==> src/rtl/spi_master_transmit.sv <==
// SPI master transmitter: serialises one WIDTH-bit word per valid/ready handshake, MSB first.
// Define SPI_LOAD_STROBE_EN to add the 'load' frame-commit output, asserted through the gap window.
module spi_master_transmit #(
  parameter int DIV_HALF   = 4,
  parameter int GAP_CYCLES = 8,
  parameter int WIDTH      = 32
) (
  input  logic             clk,
  input  logic             reset_n,
  input  logic [WIDTH-1:0] data,
  input  logic             valid,
  output logic             ready,
  output logic             sck,
  output logic             sdi,
  output logic             busy,
  output logic             done
`ifdef SPI_LOAD_STROBE_EN
  ,
  output logic             load
`endif
);

  localparam int              BW       = (WIDTH > 1) ? $clog2(WIDTH) : 1;
  localparam logic [7:0]      DIV_LAST = 8'(DIV_HALF - 1);
  localparam logic [7:0]      GAP_LAST = 8'(GAP_CYCLES);
  localparam logic [BW-1:0]   BIT_LAST = BW'(WIDTH - 1);
  localparam logic            GAP_NONE = (GAP_CYCLES == 0);

  typedef enum logic [1:0] {IDLE, LOW, HIGH, GAP} state_t;

  state_t           state, state_d;
  // The current bit lives in sdi; shreg holds only the bits still to be sent.
  logic [WIDTH-2:0] shreg, shreg_d;
  logic [BW-1:0]    bitcnt, bitcnt_d;
  logic [7:0]       divcnt, divcnt_d;
  logic [7:0]       gapcnt, gapcnt_d;
  logic             ready_d, sck_d, sdi_d, busy_d, done_d;
`ifdef SPI_LOAD_STROBE_EN
  logic             load_d;
`endif

  always_comb begin
    state_d  = state;
    shreg_d  = shreg;
    bitcnt_d = bitcnt;
    divcnt_d = divcnt;
    gapcnt_d = gapcnt;
    ready_d  = ready;
    sck_d    = sck;
    sdi_d    = sdi;
    busy_d   = busy;
    done_d   = 1'b0;
`ifdef SPI_LOAD_STROBE_EN
    load_d   = load;
`endif
    case (state)
      IDLE: begin
        if (valid && ready) begin
          shreg_d  = data[WIDTH-2:0];
          sdi_d    = data[WIDTH-1];
          bitcnt_d = '0;
          divcnt_d = '0;
          ready_d  = 1'b0;
          busy_d   = 1'b1;
          state_d  = LOW;
        end
      end
      LOW: begin
        if (divcnt == DIV_LAST) begin
          sck_d    = 1'b1;
          divcnt_d = '0;
          state_d  = HIGH;
        end else begin
          divcnt_d = divcnt + 8'd1;
        end
      end
      HIGH: begin
        if (divcnt == DIV_LAST) begin
          sck_d    = 1'b0;
          divcnt_d = '0;
          if (bitcnt == BIT_LAST) begin
            sdi_d    = 1'b0;
            gapcnt_d = '0;
            state_d  = GAP;
`ifdef SPI_LOAD_STROBE_EN
            // With no gap the strobe still needs its single commit cycle.
            load_d   = GAP_NONE;
`endif
          end else begin
            bitcnt_d = bitcnt + BW'(1);
            sdi_d    = shreg[WIDTH-2];
            shreg_d  = {shreg[WIDTH-3:0], 1'b0};
            state_d  = LOW;
          end
        end else begin
          divcnt_d = divcnt + 8'd1;
        end
      end
      GAP: begin
        if (gapcnt == GAP_LAST) begin
          done_d  = 1'b1;
          ready_d = 1'b1;
          busy_d  = 1'b0;
          state_d = IDLE;
`ifdef SPI_LOAD_STROBE_EN
          load_d  = 1'b0;
`endif
        end else begin
          gapcnt_d = gapcnt + 8'd1;
`ifdef SPI_LOAD_STROBE_EN
          load_d   = 1'b1;
`endif
        end
      end
      default: state_d = IDLE;
    endcase
  end

  always_ff @(posedge clk or negedge reset_n) begin
    if (!reset_n) begin
      state  <= IDLE;
      shreg  <= '0;
      bitcnt <= '0;
      divcnt <= '0;
      gapcnt <= '0;
      ready  <= 1'b1;
      sck    <= 1'b0;
      sdi    <= 1'b0;
      busy   <= 1'b0;
      done   <= 1'b0;
`ifdef SPI_LOAD_STROBE_EN
      load   <= 1'b0;
`endif
    end else begin
      state  <= state_d;
      shreg  <= shreg_d;
      bitcnt <= bitcnt_d;
      divcnt <= divcnt_d;
      gapcnt <= gapcnt_d;
      ready  <= ready_d;
      sck    <= sck_d;
      sdi    <= sdi_d;
      busy   <= busy_d;
      done   <= done_d;
`ifdef SPI_LOAD_STROBE_EN
      load   <= load_d;
`endif
    end
  end

endmodule

==> config.mk <==
export PLATFORM = sky130hd
export DESIGN_NAME = spi_master_transmit
export DESIGN_NICKNAME = d
export VERILOG_FILES = /design/src/rtl/spi_master_transmit.sv
export SDC_FILE = /design/constraint.sdc
export NUM_CORES = 1
export LEC_CHECK = 0
export ABC_AREA = 1
export CORE_MARGIN = 8
export CORE_UTILIZATION = 55
export CTS_CLUSTER_DIAMETER = 30
export CTS_CLUSTER_SIZE = 10
export DETAILED_ROUTE_END_ITERATION = 8
export MAX_ROUTING_LAYER = met4
export PLACE_DENSITY = 0.91
export RECOVER_POWER = 25
export REMOVE_ABC_BUFFERS = 1
export SYNTH_ARGS = -nofsm -noshare
export SYNTH_HDL_FRONTEND = slang
export SYNTH_SLANG_ARGS = --single-unit
==> constraint.sdc <==
create_clock -name clk -period 2.5 [get_ports clk]
set_clock_uncertainty 0.15 [all_clocks]
set_input_delay 0.25 -clock clk [delete_from_list [all_inputs] [get_ports clk]]
set_output_delay 0.25 -clock clk [all_outputs]
set_load 0.02 [all_outputs]
==> flow_summary.toml <==
# flow metrics
[outcome]
outcome = "finished with violations"
violations = "max-capacitance violations, max-slew violations"

[synth]
yosys-mux-area-fraction_pct = 8.79
top_cell = "nand2_1"
syn_inst = 364
syn_area_per_cell_um2 = 9.38
netlist_area_mm2 = 0.00342
top_cells_by_count = "nand2_1, dfrtp_1, o21ai_2"
ys_sh_adder_pct = 3.66
edf_count = 0
largest_area_cell = "dfrtp_1"
ys_seq_share_pct = 43.3
yosysChipArea_mm2 = 0.00342
async_reset_ff_share_pct = 100
synth_top_area_share_pct = 42.5
ys.flops = 59
ys_types = 29
synth_stat.cells = 364
yosys_warnings = 0
synth-simple-area-share_pct = 23.1
aoi_share_pct = 14.2
synth-main-ff-cell = "dfrtp_1"
top_logic_kind = "simple AND/OR/NAND/NOR gates"
synthXorXnorAreaFrac_pct = 0.513
area_leaders = "dfrtp_1, o21ai_2, mux2i_1"

[worst_setup_path]
critPathRequiredTime_ps = 2580
cp_max_fo = 16
crit_family = "simple AND/OR/NAND/NOR gates"
max_stage_delay_ps = 420
crit_path_start_kind = "register"
crit_path_end_kind = "register"
path_cells = "ha_1 > nand2_1 > nor2_1 > ha_1 > o21ai_2 > nand3_4 > buf_4 > nand2_2 > o21ai_2"
path_class = "register to register"
cp.arrival_ps = 2190
slowest_stage = "dfrtp_1"
critical_path_buf_inv_count = 1

[clocking]
cts_max_path_buffers = 2
numCtsBuffers = 9
cts.sinks = 59
root_buffer = "clkbuf_8"
cts_tree = "built"
cts_hold_buf = 1
htree_levels = 3
post_cts_resized = 0
postCtsSetupBuffers = 0
clock_latency_ps = 340
clk_pin_slew_ps = 70

[final_timing]
rsz0062_at_grt = "false"
clock.fmax_mhz = 474
hold_viol_final = 0
timing.final.ws_setup_ps = 391
slew_violations = 28
setup_violations = 0
worstMarginPinSlew_ps = 1630
finalSetupTns_ps = 0
period_used_pct = 84.4
max_slew_margin_pct = -8.43
period_needed_ps = 2110

[global_route]
grt_pass1_wl_um = 12300
track_usage_pct = 17.9
antenna_found_initial = 0
grt_pass1_vias = 2724
grt-ovfl-total = 0
use_met1_pct = 20.6
grt_use_met3_pct = 5.87
grtUsageMet2_pct = 28.7
busiest_layer = "met2"
grt_max_degree = 38

[floorplan]
core_area_mm2 = 0.00596
fp_util_pct = 57.4
ios = 40
fp.dieW_um = 94.8
fp.dieH_um = 94.8
rows = 28
die_area_mm2 = 0.00899

[pwr]
pwr-share-comb_pct = 4.8
p_per_area_mw_per_mm2 = 504
p_leak_nw = 1.84
power.internal_mw = 1.63
switching_power_mw = 0.442
ir_drop_v = 0.000394
power_frac_seq_pct = 46.0
clock_power_share_pct = 49.1
total_power_mw = 2.07
swShare_pct = 21.3

[layout]
fin_area_mm2 = 0.00412
utilization_pct = 69.1
syn_to_final_growth_pct = 20.5
final_nets = 455
diodes = 0
lay_top_count = "nand2_1"
mostFrequentLayoutCells = "nand2_1, dfrtp_1, o21ai_2, clkdlybuf4s50_1, nand2_2"
drive_above_1_share_pct = 27.5

[placement]
place_congestion = 0.850
dp_worst_setup_slack_ps = 395
port_buffers = 39
placed_cell_area_mm2 = 0.00387
hpwl_um = 4950

[detailed_routing]
detail-route-antenna-nets = 0
drt_iter0_drc = 128
drtPass1Iterations = 4
vias_per_cell = 5.34
wl_um = 6890
via_count = 2616
wl_per_cell_um = 14.1
drc = 0

[hold_path]
hold_class = "register to register"

[run]
warnings = 30
max_cap_viol_count = 1
-- power by group through the flow --
| stage | clock network, mW | logic (mW) | registers, mW |
|---|---|---|---|
| 2_1_floorplan | 0 | 0.0195 | 0.973 |
| 4_1_cts | 1.03 | 0.103 | 0.954 |
| 3_5_place_dp | 0 | 0.101 | 0.972 |
| 6_report | 1.02 | 0.100 | 0.954 |
| 3_3_place_gp | 0 | 0.0982 | 0.972 |
| 5_1_grt | 1.08 | 0.112 | 0.954 |
-- metal layers --
layer  part of all wire [%]  wire (um)
met2                     51       3490
met1                     44       3000
met5                      0          0
met3                    4.2        289
met4                    1.5        104
-- worst min-delay path, stage by stage, from the launching register on --
cell     delay [ps]
dfstp_2         380
nand2_1          60
nand2_1          40
-- worst paths after layout --
path / startpoint / to / slack (ps) / depth (start not counted)
max in group asynchronous: reset_n / gapcnt[3] / 550 / 2
min in group asynchronous: reset_n / shreg[6] / 700 / 2
hold reg to reg: ready / ready / 330 / 2
setup reg to reg: bitcnt[0] / bitcnt[1] / 390 / 9
setup / recovery: bitcnt[0] / bitcnt[1] / 390 / 9
hold / removal: ready / ready / 330 / 2
-- final cells by class --
type	count	area [um2]
clock buffer	11	151
clock inverter	5	83.8
fill	457	1840
inverter	30	113
multi-input combinational	264	1720
sequential	59	1480
tap	75	93.8
timing repair buffer	46	477
-- metrics by stage --
step           hold WS (ps)  cells
6_report                327    490
4_1_cts                 329    490
5_1_grt                 353    490
2_1_floorplan          -196    353
3_5_place_dp            178    473
3_3_place_gp            166    473
-- flip-flops by register name, summed over array words and instances (netlist names) --
| signal | cells |
|---|---|
| gapcnt | 8 |
| ready | 1 |
| done | 1 |
| state | 2 |
| divcnt | 8 |
| shreg | 31 |
| busy | 1 |
| sdi | 1 |
| sck | 1 |
| bitcnt | 5 |
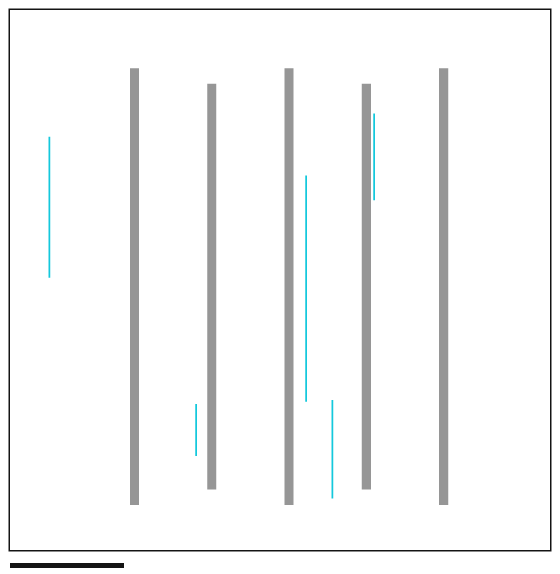
**Above:** metal 4.
Scale bar: 20 um. Supply wires on this layer in gray.
share of all routed wire: 1.5%
main direction: vertical
nets with wire on the layer: 3
wire length on this layer: 105 um
longest straight run: 39.4 um

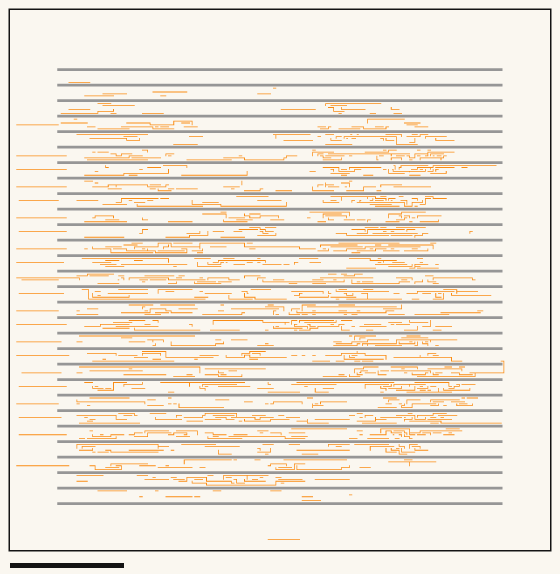
**Above:** metal 1.
Scale bar: 20 um. Supply wires on this layer in gray.
wire length on this layer: 3,000 um
share of all routed wire: 44%

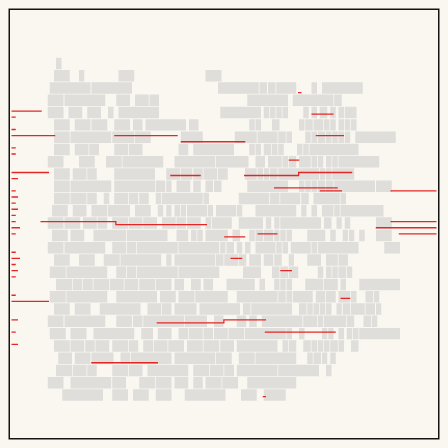
**Above:** signal wires on met3.
Cells faint in the background.
wire length on this layer: 290 um
longest straight run: 20.0 um

Power figures rest on the tool's default switching activity, not on a simulated workload.
